==> src/rtl/axis_dw_downsize_if.sv <==
// axis_dw_downsize_if: AXI4-Stream bundle used on both sides of the width converter.
interface axis_dw_downsize_if #(
   parameter int DATA_WIDTH = 8,
   parameter int KEEP_WIDTH = 1,
   parameter int USER_WIDTH = 1
);
   logic [DATA_WIDTH-1:0] tdata;
   logic [KEEP_WIDTH-1:0] tkeep;
   logic                  tvalid;
   logic                  tready;
   logic                  tlast;
   logic [USER_WIDTH-1:0] tuser;
   modport master(output tdata, tkeep, tvalid, tlast, tuser, input tready);
   modport slave(input tdata, tkeep, tvalid, tlast, tuser, output tready);
endinterface

==> src/rtl/axis_dw_downsize.sv <==
// axis_dw_downsize: splits one wide AXIS beat into its kept narrow lanes, lowest lane first.
module axis_dw_downsize #(
   parameter int M_DATA_WIDTH = 8,
   parameter int RATIO        = 4,
   parameter int S_DATA_WIDTH = M_DATA_WIDTH*RATIO,
   parameter int USER_WIDTH   = 1
) (
   input  logic                clk,
   input  logic                rstn,
   input  logic                rstn_local,
   axis_dw_downsize_if.slave   s_axis,
   axis_dw_downsize_if.master  m_axis,
   output logic                drop_pulse
);
   logic [S_DATA_WIDTH-1:0] buf_data;
   logic [RATIO-1:0]        rem_mask, low_oh;
   logic [USER_WIDTH-1:0]   buf_user;
   logic [M_DATA_WIDTH-1:0] lane_mux;
   logic                    buf_last, drop_pulse_reg, single, in_hs, out_hs;
   // two's-complement trick isolates the lowest pending lane
   assign low_oh = rem_mask & (~rem_mask + RATIO'(1));
   assign single = (rem_mask != '0) && ((rem_mask & (rem_mask - RATIO'(1))) == '0);
   always_comb begin
      lane_mux = '0;
      for (int i = 0; i < RATIO; i++)
         lane_mux = lane_mux | (low_oh[i] ? buf_data[i*M_DATA_WIDTH +: M_DATA_WIDTH] : '0);
   end
   assign m_axis.tdata  = lane_mux;
   assign m_axis.tkeep  = '1;
   assign m_axis.tvalid = |rem_mask;
   assign m_axis.tlast  = buf_last && single;
   assign m_axis.tuser  = buf_user;
   // accept the next beat in the same cycle the final lane leaves
   assign s_axis.tready = rstn_local && (rem_mask == '0 || (m_axis.tready && single));
   assign in_hs  = s_axis.tvalid && s_axis.tready;
   assign out_hs = m_axis.tvalid && m_axis.tready;
   assign drop_pulse = drop_pulse_reg;
   always_ff @(posedge clk or negedge rstn) begin
      if (!rstn) begin
         buf_data       <= '0;
         rem_mask       <= '0;
         buf_last       <= 1'b0;
         buf_user       <= '0;
         drop_pulse_reg <= 1'b0;
      end else if (!rstn_local) begin
         buf_data       <= '0;
         rem_mask       <= '0;
         buf_last       <= 1'b0;
         buf_user       <= '0;
         drop_pulse_reg <= 1'b0;
      end else begin
         drop_pulse_reg <= in_hs && (s_axis.tkeep == '0);
         if (in_hs) begin
            buf_data <= s_axis.tdata;
            rem_mask <= s_axis.tkeep;
            buf_last <= s_axis.tlast;
            buf_user <= s_axis.tuser;
         end else if (out_hs) begin
            rem_mask <= rem_mask & ~low_oh;
         end
      end
   end
endmodule
==> src/flat_wrapper.sv <==
// flat-port wrapper written by rule: the top's interface ports become plain ports
module axis_dw_downsize_flat 
#(
   parameter int M_DATA_WIDTH = 8,
   parameter int RATIO        = 4,
   parameter int S_DATA_WIDTH = M_DATA_WIDTH*RATIO,
   parameter int USER_WIDTH   = 1
)
  (clk, rstn, rstn_local, drop_pulse, s_axis_tdata, s_axis_tkeep, s_axis_tvalid, s_axis_tlast, s_axis_tuser, s_axis_tready, m_axis_tdata, m_axis_tkeep, m_axis_tvalid, m_axis_tlast, m_axis_tuser, m_axis_tready);
  axis_dw_downsize_if #(.USER_WIDTH(USER_WIDTH)) s_axis_i ();
  axis_dw_downsize_if #(.USER_WIDTH(USER_WIDTH)) m_axis_i ();
  input  logic clk;
  input  logic rstn;
  input  logic rstn_local;
  output logic drop_pulse;
  input wire logic [$bits(s_axis_i.tdata)-1:0] s_axis_tdata;
  input wire logic [$bits(s_axis_i.tkeep)-1:0] s_axis_tkeep;
  input wire logic [$bits(s_axis_i.tvalid)-1:0] s_axis_tvalid;
  input wire logic [$bits(s_axis_i.tlast)-1:0] s_axis_tlast;
  input wire logic [$bits(s_axis_i.tuser)-1:0] s_axis_tuser;
  output wire logic [$bits(s_axis_i.tready)-1:0] s_axis_tready;
  output wire logic [$bits(m_axis_i.tdata)-1:0] m_axis_tdata;
  output wire logic [$bits(m_axis_i.tkeep)-1:0] m_axis_tkeep;
  output wire logic [$bits(m_axis_i.tvalid)-1:0] m_axis_tvalid;
  output wire logic [$bits(m_axis_i.tlast)-1:0] m_axis_tlast;
  output wire logic [$bits(m_axis_i.tuser)-1:0] m_axis_tuser;
  input wire logic [$bits(m_axis_i.tready)-1:0] m_axis_tready;
  assign s_axis_i.tdata = s_axis_tdata;
  assign s_axis_i.tkeep = s_axis_tkeep;
  assign s_axis_i.tvalid = s_axis_tvalid;
  assign s_axis_i.tlast = s_axis_tlast;
  assign s_axis_i.tuser = s_axis_tuser;
  assign s_axis_tready = s_axis_i.tready;
  assign m_axis_tdata = m_axis_i.tdata;
  assign m_axis_tkeep = m_axis_i.tkeep;
  assign m_axis_tvalid = m_axis_i.tvalid;
  assign m_axis_tlast = m_axis_i.tlast;
  assign m_axis_tuser = m_axis_i.tuser;
  assign m_axis_i.tready = m_axis_tready;
  axis_dw_downsize #(.M_DATA_WIDTH(M_DATA_WIDTH), .RATIO(RATIO), .S_DATA_WIDTH(S_DATA_WIDTH), .USER_WIDTH(USER_WIDTH)) u_core (.clk(clk), .rstn(rstn), .rstn_local(rstn_local), .s_axis(s_axis_i), .m_axis(m_axis_i), .drop_pulse(drop_pulse));
endmodule
==> config.mk <==
export PLATFORM = sky130hd
export DESIGN_NAME = axis_dw_downsize_flat
export DESIGN_NICKNAME = d
export VERILOG_FILES = /design/src/rtl/axis_dw_downsize_if.sv /design/src/rtl/axis_dw_downsize.sv /design/src/flat_wrapper.sv
export SDC_FILE = /design/constraint.sdc
export NUM_CORES = 1
export LEC_CHECK = 0
export ABC_AREA = 1
export CORE_MARGIN = 2
export CORE_UTILIZATION = 48
export CTS_BUF_LIST = sky130_fd_sc_hd__clkbuf_4 sky130_fd_sc_hd__clkbuf_8
export CTS_CLUSTER_DIAMETER = 200
export CTS_CLUSTER_SIZE = 28
export DETAILED_ROUTE_END_ITERATION = 7
export PLACE_DENSITY = 0.95
export SLEW_MARGIN = 5
export SYNTH_ARGS = -nofsm -noshare
export SYNTH_HDL_FRONTEND = slang
export SYNTH_SLANG_ARGS = --single-unit
==> constraint.sdc <==
create_clock -name clk -period 3.4 [get_ports clk]
set_clock_uncertainty 0.2 [all_clocks]
set_input_delay 0.51 -clock clk [delete_from_list [all_inputs] [get_ports clk]]
set_output_delay 0.51 -clock clk [all_outputs]
set_load 0.02 [all_outputs]
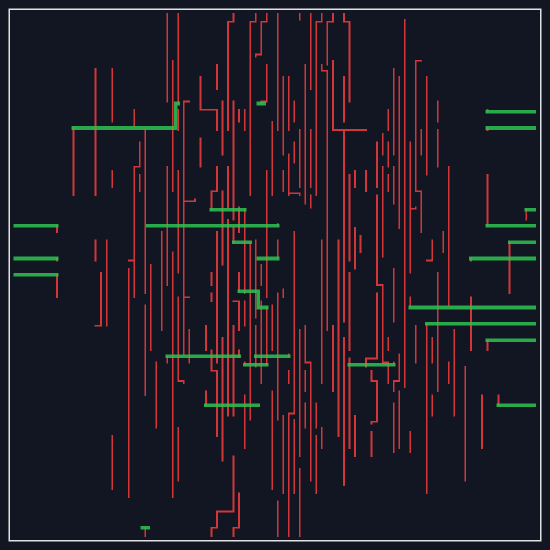
**Above:** run 1 (routed metal, one color a layer).
(12 px per um) Two of the layers only.
Key: red = met2 [wire length 1020 um]; green = met3 [wire length 106 um]
Tot GR Track Use: 0.203
total wire length: 1850 um

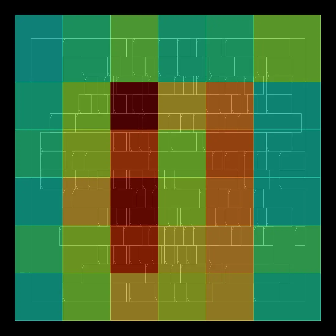
**Above:** run 1 (routing congestion map).
detailed-route wire length per cell: 13.1 um
GR met1 Demand/Resource: 0.199
met3 usage in global routing: 0.0367
end-of-flow core utilization: 0.707
global routing usage on met2: 0.382

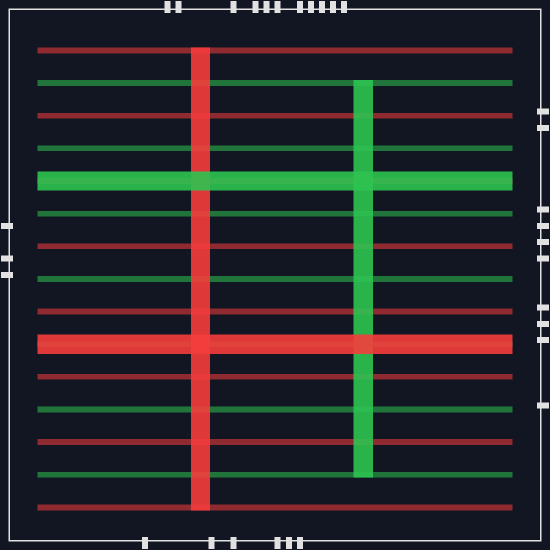
**Above:** run 1 (supply network).
(12 px per um) Pins as bars on the die edge.
Key: red = VSS; green = VDD
The core has 14 rows. 15 met1 rails follow the rows. 2 straps on met5. 30 signal pins sit on the boundary. 2 straps on met4.
die span in x: 44.2 um
worst supply voltage drop on vdd: 0.224 mV
Core Footprint: 1510 um2
height of the chip: 44.2 um

==> run 1: cell type report <==
type | count | area [um2] | area share
flip-flops and latches | 15 | 375 | 0.353
multi-input cells | 65 | 303 | 0.284
repair buffers | 30 | 295 | 0.277
inverters | 11 | 41.3 | 0.0388
clock buffers | 4 | 30.0 | 0.0282
well taps | 16 | 20.0 | 0.0188
==> run 1: through the flow <==
stage / utilization / hold slack, ns
2_1_floorplan: - / 0.0144
3_3_place_gp: 0.687 / 0.282
3_5_place_dp: 0.687 / 0.287
4_1_cts: 0.707 / 0.308
5_1_grt: 0.707 / 0.334
6_report: 0.707 / 0.306
==> run 1: power by group through the flow <==
stage          sequential [mW]  combinational [mW]  clock (mW)
3_3_place_gp             0.199              0.0735           0
2_1_floorplan            0.198              0.0417           0
5_1_grt                  0.198              0.0816       0.123
3_5_place_dp             0.200              0.0754           0
6_report                 0.197              0.0757       0.114
4_1_cts                  0.196              0.0764       0.115
==> run 1: metal layers <==
layer / up-vias / part of all wire / track usage
li1: 358 / - / -
met1: 360 / 0.36 / 0.199
met2: 34 / 0.55 / 0.382
met3: 5 / 0.057 / 0.0367
met4: 0 / 0.027 / 0.133
met5: - / 0 / 0
==> run 1: Yosys cell counts <==
master and n:
sky130_fd_sc_hd__buf_4 1, sky130_fd_sc_hd__a21boi_4 1, sky130_fd_sc_hd__buf_1 1, sky130_fd_sc_hd__buf_6 3, sky130_fd_sc_hd__nor2_2 1, sky130_fd_sc_hd__nand3_2 1
sky130_fd_sc_hd__or2_1 1, sky130_fd_sc_hd__o21ai_0 2, sky130_fd_sc_hd__nor2_1 7, sky130_fd_sc_hd__a21oi_1 1, sky130_fd_sc_hd__dfrtp_1 15, sky130_fd_sc_hd__buf_2 2
sky130_fd_sc_hd__inv_1 10, sky130_fd_sc_hd__conb_1 1, sky130_fd_sc_hd__nand3_1 23, sky130_fd_sc_hd__nand2_1 27, sky130_fd_sc_hd__clkinv_1 1
==> run 1: worst max-delay path by stage <==
stage                  startpoint            end  slack [ns]  cells past startpoint
3_3_place_gp           rstn_local  s_axis_tready        0.72                      4
2_1_floorplan  u_core.rem_mask[0]  s_axis_tready        1.46                      6
6_report       u_core.rem_mask[0]  s_axis_tready        0.44                      5
3_5_place_dp        m_axis_tready  s_axis_tready        0.70                      4
4_1_cts        u_core.rem_mask[0]  s_axis_tready        0.46                      5
5_1_grt        u_core.rem_mask[0]  s_axis_tready        0.38                      5
==> run 1: worst max-delay path, delay by kind of cell (launching register included) <==
family | cells | cell delay [ns]
flops | 1 | 0.53
compound gates | 1 | 0.18
buf+inv | 1 | 0.65
simple gates | 3 | 0.59
==> run 1: cells by family (layout without fill, tap and decap cells) <==
kind of cell    Yosys count  after routing  share of synthesized area
other cells               1              1                    0.00484
compound gates            4              4                     0.0436
simple gates             60             60                      0.343
buf+inv                  18             45                      0.124
flops                    15             15                      0.485
==> notes.md, run 1 <==
Entry: Yosys synthesis followed by OpenROAD place and route.

Synth:
- The run gives the largest area contributor in the synthesized netlist as sky130_fd_sc_hd__dfrtp_1.
- The main area contributors are sky130_fd_sc_hd__dfrtp_1 (48%), sky130_fd_sc_hd__nand3_1 (15%), sky130_fd_sc_hd__nand2_1 (13%).
- The run gives the total cells reported by yosys after synthesis as slightly below 100.
- The run gives the top cell type's share of synthesized area as 0.485.
- The run gives the number of synthesized register bits as 15.
- The run gives the sequential share of the synthesized area as 0.485.
- The run gives the total cell area reported by yosys after synthesis as 774 um2.
- The run gives the number of distinct library cells after synthesis as 17.
- The run puts the synthesized instance count at about 98.
- The run puts the post-synthesis cell area at 774 um2.

Floorplanning:
- According to the I/O placement log, the pin count is 30.
- The run gives the area of the die as 1950 um2.

Clocking:
- The run gives the number of clock sinks as 15.
- The run gives the number of levels the H-tree was split into as 1.
- Clock tree synthesis selected as its root buffer the cell sky130_fd_sc_hd__clkbuf_4.
- The run gives the count of buffers added by post-CTS timing repair for setup as 0.
- The run gives the maximum count of clock buffers along a single path as 2.

Pwr:
- The run puts the switching portion of total power at 0.278.
- The run gives the post-route total power as 386 uW.
- Of the total power, the clock network draws 0.294.
- The run gives the cell-internal power as 279 uW.
- The run gives the leakage component of the power as 0.573 nW.
- The power report attributes to the sequential group a share of 0.510.

GRT:
- The run gives the initial antenna violation count as 0.
- Entering global routing, the biggest net connects 16 pins.
- The number of global-route vias before repair came to 705.

Place:
- The run puts the global placer's final weighted congestion at 0.761.
- The run gives the placed cell area as 1030 um2.
- Summed over all nets, the half-perimeter wirelength after detailed placement is 1310 um.
- After detailed placement, the design holds a cell count of 137.

Timing:
- Setup repair after global routing left no endpoint under its margin.
- Setup total negative slack on the finished layout was measured at 0 ns.
- The run puts the final critical delay including setup and external delays at 2.96 ns.
- The run gives the final worst setup slack as 0.445 ns.
- The run puts the number of setup violations in the final report at 0.
- The run gives the count of endpoints failing hold in the final timing report as 0.
- The run puts the achievable frequency at 338 MHz.

Critical path:
- The capture point of the worst register-to-register path is recorded as u_core.rem_mask[3].
- The run gives the largest fanout on the critical path as 12.
- The worst-case reg-to-reg setup slack stands at 1.39 ns.
- The run gives the worst setup path category as flip-flop to output pin.
- The run puts the required time of the critical path at 2.69 ns.
- The run gives the kind of start point of the critical path as a flip-flop.
- The run puts the arrival time at the worst endpoint at 2.25 ns.
- For this design, the slowest cell found on the critical path is sky130_fd_sc_hd__clkdlybuf4s50_1.
- The worst setup path is captured at an output pin.

Min path:
- Checking hold timing, the worst path is listed with class flip-flop to flip-flop.
- The run gives the critical hold path startpoint as u_core.buf_data[3].
- In the hold report, the worst path ends at u_core.buf_data[3].
- The run gives the cell depth of the worst hold path as 2.

Detailed routing:
- The run puts the detailed-route DRC error count at 0.
- The run gives the number of vias in the routed layout as 757.
- The run puts the ratio of routed vias to standard cells at 5.37.
- The run gives the count of antenna-violating nets left after detailed routing as 0.
- The run puts the first-pass iteration count of the detailed router at 4.
- The run gives the initial DRC count as 20.

Finish:
- The run gives the final cell count without fillers as around 140.
- The run puts the relative area change from synthesis to final layout at 37.5%.
- In the final layout, the registers with the most flip-flops are u_core.buf_data x8, u_core.rem_mask x4.
- The layout stage reports a final design area of 1060 um2.
- The run puts the number of nets at the end of the flow at 142.
- The top cell types in the final layout, fill and taps aside, are sky130_fd_sc_hd__clkdlybuf4s50_1 (28), sky130_fd_sc_hd__nand2_1 (27), sky130_fd_sc_hd__nand3_1 (23).
- Per the cell usage report, the commonest logic cell in the layout is sky130_fd_sc_hd__clkdlybuf4s50_1.
- The run puts the number of diodes at 0.

Run:
- The run gives the max capacitance violation total as 0.
- The run gives the count of tool warnings as 26.

Status:
- The run finished with clean final reports.
**Run 1: cell density map**

(6 px per um) 9 x 9 tiles, from white (low) to dark blue (high), 0 to 100% covered.
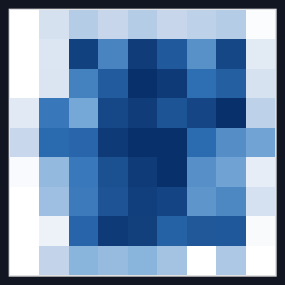

--- run 2 (diff from run 1) ---
clock period = 3.8 ns   (was 3.4 ns; I/O delays follow)
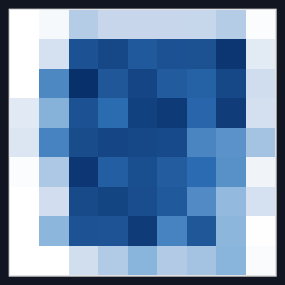
**Above:** run 2 (cell density map).
(6 px per um) 9 x 9 tiles, from white (low) to dark blue (high), 0 to 100% covered.
The emptiest ninth of the die: bottom left. 43% of the tiles are over 75% full. The mean over all tiles is 53%. 12% of the tiles are nearly empty.
floorplan utilization: 0.514
end-of-flow core utilization: 0.700

==> run 2 against run 1 <==
Against the previous run: die size unchanged; cell area down 0.94%; sequential power down 11%; critical path type unchanged; synthesized cell count unchanged; power down 13%; combinational power down 12%; clock power down about 20%; largest power group unchanged; core utilization down 0.66 points; final cell count down 0.71%; register-to-register slack better by 0.43 ns.
==> notes.md, run 2 <==
Entry: Yosys synthesis followed by OpenROAD place and route.

Synth:
- For reference, the top cells by area after synthesis are sky130_fd_sc_hd__dfrtp_1 (48%), sky130_fd_sc_hd__nand3_1 (15%), sky130_fd_sc_hd__nand2_1 (13%).
- The cell type that accounts for the most area after synthesis is sky130_fd_sc_hd__dfrtp_1.
- Per the synth stats, the proportion of register bits with asynchronous set or reset is 1.00.
- The run gives the total cells reported by yosys after synthesis as 98.
- The chip area line in the Yosys stat output reads 774 um2.
- Per Yosys stat, the portion of area used by sequential elements is 0.485.
- The run gives the count of flip-flops with a built-in enable after synthesis as 0.
- The run gives the number of distinct library cells after synthesis as 17.
- Per the synth stats, the flop cell with the highest instance count is sky130_fd_sc_hd__dfrtp_1.
- The run gives the most frequent cell after synthesis as sky130_fd_sc_hd__nand2_1.

Critical path:
- STA classifies the critical path startpoint as a flip-flop.
- The run gives the arrival time at the worst endpoint as about 2.4 ns.
- The run gives the endpoint type of the worst setup path as an output pin.
- The slowest stage of the critical path is the sky130_fd_sc_hd__clkdlybuf4s50_1 cell.
- Per the timing report, the biggest fanout along the worst path comes to 12.
- The run gives the required time of the critical path as 3.03 ns.

Floorplanning:
- The run puts the floorplan die height at 44.2 um.
- The run puts the width of the die at 44.2 um.
- The run gives the area of the die as 1950 um2.
- During I/O placement, the number of pins put on the boundary was 30.

Timing:
- The run puts the final critical delay including setup and external delays at 3.16 ns.
- The run gives the post-route worst hold slack as 0.314 ns.
- In the final timing run, aggregate negative setup slack is 0 ns.
- The run gives the achievable frequency as 317 MHz.

Run:
- The run gives the max capacitance violation total as 0.
- The run gives the count of tool warnings as 26.

Status:
- The flow ran to the end, and the final reports show no timing, DRC or antenna violations.

Pwr:
- Across the VDD grid, the largest voltage drop is 0.246 mV.

GRT:
- Entering global routing, the biggest net connects 16 pins.

Place:
- The run gives the global placer's final weighted congestion as ~0.77.
- According to the dpl log, the detail-placed design has an HPWL of 1370 um.

Clocking:
- The run gives the count of buffers added by post-CTS timing repair for setup as 0.
- The run gives the maximum count of clock buffers along a single path as 2.
- The run gives the number of levels the H-tree was split into as 1.

Min path:
- The type recorded for the worst min-delay path is flip-flop to flip-flop.
- Looking at hold timing, the worst path starts from u_core.buf_data[5].

Finish:
- The run gives the final instance area as 1050 um2.
- 0 antenna diodes ended up in the layout.
- The run puts the final cell count without fillers at between 100 and 150.

Detailed routing:
- The run gives the count of antenna-violating nets left after detailed routing as 0.
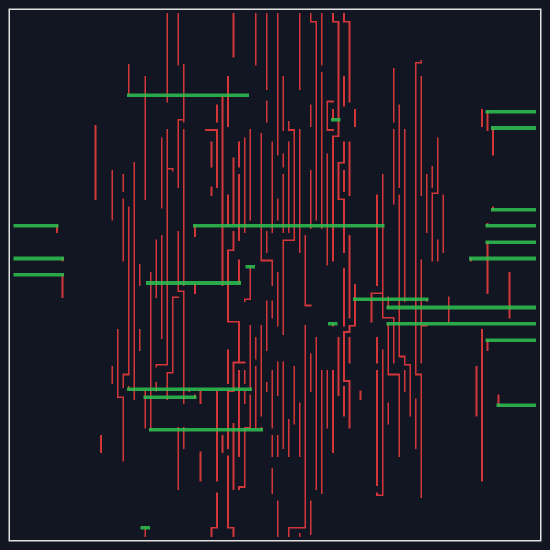
**Above:** run 2 (routed metal, one color a layer).
(12 px per um) Two of the layers only.
Key: red = met2 [wire length 958 um]; green = met3 [wire length 130 um]
detailed-route wire length per cell: 12.9 um
Tot GR Track Use: 0.214

run 2: cell types whose count changed in the layout (fill, tap and decap cells not counted), sizes merged:
cell    before  now
clkinv       1    2
clkbuf       4    3
buf          2    1
run 2: logic make-up after synthesis:
family,share of synthesized area
AOI/OAI and AO/OA,0.0436
buffers and inverters,0.124
DFF,0.485
other,0.00484
and+or+nand+nor,0.343
run 2: metal layers:
layer  part of all wire  track usage  vias up
li1                   -            -      355
met1               0.37        0.224      347
met2               0.53        0.397       31
met3              0.072       0.0327        6
met4              0.028        0.127        0
met5                  0            0        -
run 2: worst paths after layout:
path	endpoint	slack (ns)	depth (start not counted)
max in group asynchronous	u_core.rem_mask[1]	2.49	1
min in group asynchronous	u_core.rem_mask[2]	0.48	1
setup reg to reg	u_core.rem_mask[3]	1.82	7
setup / recovery	s_axis_tready	0.64	5
hold / removal	u_core.buf_data[5]	0.31	2
hold reg to reg	u_core.buf_data[5]	0.31	2
run 2: metrics by stage:
step | worst slack [ns] | total power [mW]
after global routing | 0.505 | 0.351
after global placement | 0.815 | 0.243
after CTS | 0.652 | 0.338
after floorplan | 1.80 | 0.214
after detailed placement | 0.794 | 0.246
final | 0.642 | 0.335
run 2: final cells by class:
cell class	instances	area (um2)
multi-input combinational	65	303
fill	128	452
clock inverter	1	5.00
timing repair buffer	29	288
tap	16	20.0
inverter	11	41.3
clock buffer	3	22.5
sequential	15	375
run 2: report_power, final:
part,switching (mW),total (mW),internal [mW]
Combinational,0.0345,0.0667,0.0322
Sequential,0.00790,0.176,0.168
Clock,0.0525,0.0917,0.0391
Total,0.0949,0.335,0.240
run 2: worst max-delay path, delay by kind of cell, from the launching register on:
family	cells	cell delay, ns
AND/OR/NAND/NOR	3	0.56
buffers and inverters	1	0.67
flip-flops	1	0.53
AND-OR/OR-AND	1	0.34
**Run 2: clock network drawn from the DEF**

(12 px per um)
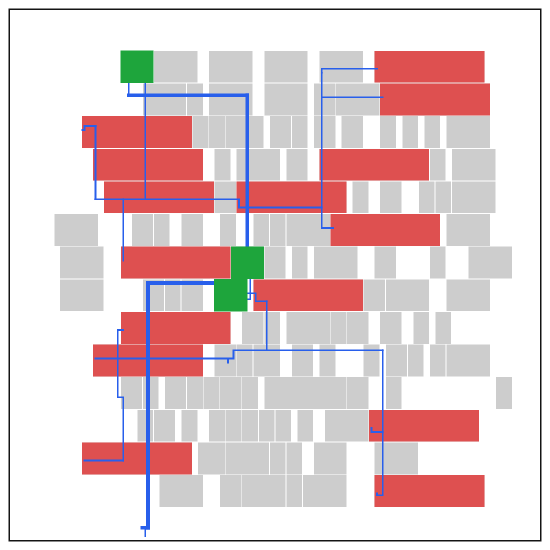

--- run 3 (diff from run 2) ---
CORE_UTILIZATION = 44   (was 48)
PLACE_DENSITY = 0.89   (was 0.95)
clock period = 3.1 ns   (was 3.8 ns; I/O delays follow)
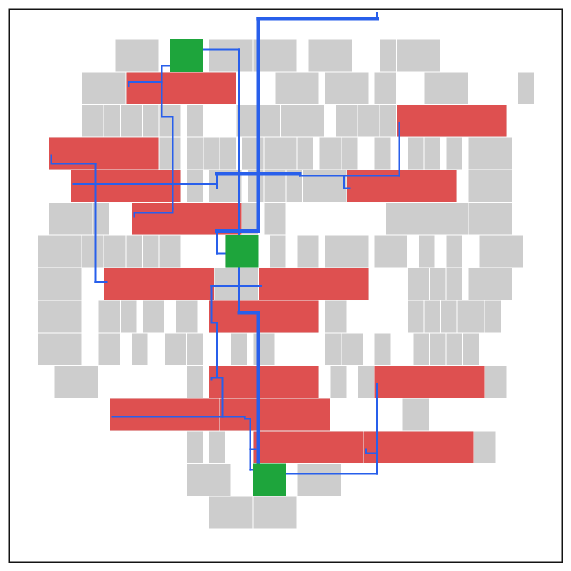
**Above:** run 3 (clock network drawn from the DEF).
(12 px per um)
Key: red = flip-flops [count 15]; blue = clock wires [length 201 um]; green = cells driving clock nets [count 3]
There are 4 routed clock nets.
clock insertion delay at the later pin of the skew report: 0.28 ns
power share of the clock group: 0.289
power dissipated in the clock network: 121 uW

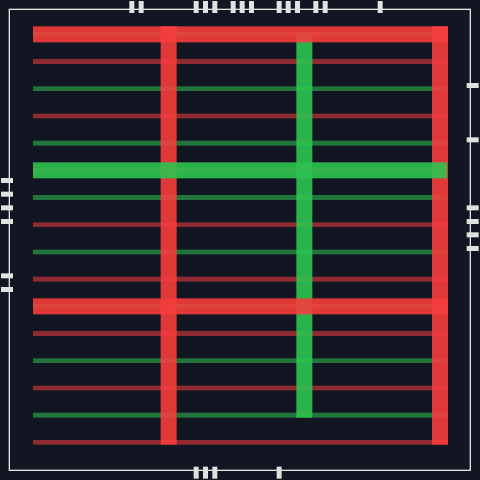
**Above:** run 3 (supply network).
(10 px per um) Pins as bars on the die edge.
Key: red = VSS; green = VDD
3 straps on met4. The core has 15 rows. 16 met1 rails follow the rows. 30 signal pins sit on the boundary.
height of the chip: 46.0 um
worst supply voltage drop on vdd: 0.208 mV
Core Footprint: 1690 um2

==> run 3 against run 2 <==
Against the previous run: synthesized area unchanged; synthesized cell count unchanged; power increased by 25%; setup slack got worse by 0.36 ns; global-route usage decreased by 3.0 points; critical endpoint unchanged; largest power group unchanged.
==> notes.md, run 3 <==
Entry: Yosys synthesis followed by OpenROAD place and route.

Status:
- The flow ran to the end, and the final reports show no timing, DRC or antenna violations.

Finish:
- The most common logic cells in the final layout are sky130_fd_sc_hd__clkdlybuf4s50_1 (28), sky130_fd_sc_hd__nand2_1 (27), sky130_fd_sc_hd__nand3_1 (23).
- The run gives the relative area change from synthesis to final layout as 37.6%.
- The largest registers in the layout are u_core.buf_data x8, u_core.rem_mask x4.
- The run gives the number of nets at the end of the flow as approximately 140.
- The run puts the number of diodes at 0.

GRT:
- The run gives the largest net degree at the start of global routing as 16.
- The run puts the overall track demand over capacity in global routing at 0.183.
- The run puts the number of global-route vias before repair at 612.

Clocking:
- The run gives the number of levels the H-tree was split into as 1.
- The run gives the clock tree root driver cell as sky130_fd_sc_hd__clkbuf_4.
- The run puts the count of buffers added by post-CTS timing repair for setup at 0.
- The run puts the number of clock sinks at 15.
- The run puts the maximum count of clock buffers along a single path at 2.

Synth:
- The run gives the synthesized instance count as 98.
- Of the synthesized area, sequential elements account for 0.485.
- Counting flops and latches in the post-synthesis netlist gives 15.
- The run puts the count of flip-flops with a built-in enable after synthesis at 0.
- The run gives the dominant synthesized flop cell as sky130_fd_sc_hd__dfrtp_1.
- By instance count, the leading cell after synthesis is sky130_fd_sc_hd__nand2_1.
- The run puts the total cells reported by yosys after synthesis at 98.
- The main area contributors are sky130_fd_sc_hd__dfrtp_1 (48%), sky130_fd_sc_hd__nand3_1 (15%), sky130_fd_sc_hd__nand2_1 (13%).
- The run gives the async set or reset register ratio after synthesis as 1.00.
- The run gives the post-synthesis cell area as 774 um2.
- Yosys reports that the most numerous cell types are sky130_fd_sc_hd__nand2_1 (27), sky130_fd_sc_hd__nand3_1 (23), sky130_fd_sc_hd__dfrtp_1 (15), sky130_fd_sc_hd__inv_1 (10), sky130_fd_sc_hd__nor2_1 (7).

Timing:
- The run puts the count of endpoints failing hold in the final timing report at 0.
- The run gives the final critical delay including setup and external delays as 2.82 ns.
- The run gives the number of setup violations in the final report as 0.

Detailed routing:
- Across all layers, the routed design uses between 700 and 800 vias.
- The run puts the post-detailed-routing wire length at roughly 1600 um.
- Per the detail_route report, DRC violations left total 0.
- The run gives the initial DRC count as 12.
- The run puts the first-pass iteration count of the detailed router at 4.
- Per the post-route antenna check, the number of violating nets is 0.

Run:
- Per the run summary, max-cap violations total 0.
- The run gives the count of tool warnings as 26.

Floorplanning:
- According to the I/O placement log, the pin count is 30.
- The run puts the starting density of the core at 0.459.
- The run gives the width of the die as roughly 46 um.

Min path:
- STA reports the tightest min-delay check as being of type flip-flop to flip-flop.

Critical path:
- The setup path with the least slack is of type flip-flop to output pin.
- The run gives the worst setup path startpoint as u_core.rem_mask[0].
- The run gives the number of gates on the worst path with buffers counted as 5.
- In this design, the largest share of critical-path delay is due to buffers and inverters.
- The run puts the number of cells on the worst reg-to-reg path at 7.
- STA lists the maximum fanout along the critical path as 12.
- STA classifies the critical path startpoint as a flip-flop.
- The run puts the required time of the critical path at 2.43 ns.
- The most critical setup path has its endpoint at s_axis_tready.
- On the critical path, the stage with the largest delay is an instance of sky130_fd_sc_hd__clkdlybuf4s50_1.

Place:
- The final weighted congestion recorded by global placement is slightly below 0.8.
- The run gives the detailed placer's ending HPWL as 1210 um.

Pwr:
- The switching portion of total power comes to 0.267.
- The run puts the sequential share of power at 0.516.
- The power report attributes to the combinational group a share of 0.195.
- The run gives the cell-internal power as 306 uW.
run 3: cell counts after synthesis:
Identical to the previous run, type by type.
run 3: cell type report:
type,count,area [um2]
flip-flops and latches,15,375
inverters,11,41.3
well taps,17,21.3
clock buffers,4,30.0
fillers,151,623
multi-input cells,65,303
repair buffers,30,295
run 3: cell families (layout without fill, tap and decap cells):
group,count (synthesis),in the layout,synth area share
and+or+nand+nor,60,60,0.343
buffers and inverters,18,45,0.124
DFF,15,15,0.485
AOI/OAI and AO/OA,4,4,0.0436
other,1,1,0.00484
run 3: routing by layer:
layer / global-route usage / routed length, um
met5: 0 / 0
met2: 0.300 / 844
met4: 0.103 / 31
met1: 0.216 / 658
met3: 0.0476 / 77
run 3: worst min path at each step:
stage / from / endpoint / slack (ns) / cells past startpoint
3_5_place_dp: u_core.buf_data[1] / u_core.buf_data[1] / 0.29 / 2
5_1_grt: u_core.buf_data[5] / u_core.buf_data[5] / 0.35 / 2
6_report: u_core.buf_data[1] / u_core.buf_data[1] / 0.31 / 2
3_3_place_gp: u_core.buf_data[0] / u_core.buf_data[0] / 0.28 / 2
4_1_cts: u_core.buf_data[1] / u_core.buf_data[1] / 0.31 / 2
2_1_floorplan: rstn / u_core.buf_data[0] / -0.03 / 0
run 3: through the flow:
stage | instance area (um2) | instances | utilization | hold WS, ns | setup WS [ns]
after floorplan | 774 | 98 | - | -0.0306 | 1.20
after global placement | 1040 | 138 | 0.613 | 0.282 | 0.544
after detailed placement | 1040 | 138 | 0.613 | 0.291 | 0.531
after CTS | 1070 | 142 | 0.631 | 0.313 | 0.241
after global routing | 1070 | 142 | 0.631 | 0.345 | 0.121
final | 1070 | 142 | 0.631 | 0.312 | 0.277
run 3: power by group through the flow:
| stage | clock (mW) | combinational [mW] | sequential (mW) |
|---|---|---|---|
| 2_1_floorplan | 0 | 0.0458 | 0.217 |
| 3_3_place_gp | 0 | 0.0808 | 0.218 |
| 3_5_place_dp | 0 | 0.0824 | 0.219 |
| 4_1_cts | 0.126 | 0.0828 | 0.215 |
| 5_1_grt | 0.135 | 0.0907 | 0.217 |
| 6_report | 0.121 | 0.0814 | 0.215 |
run 3: worst min-delay path: cells and delay by family (launching register included):
kind	cells	cell delay [ns]
and+or+nand+nor	2	0.12
DFF	1	0.36
No activity file was given, so power comes from the tool's default toggle rates.
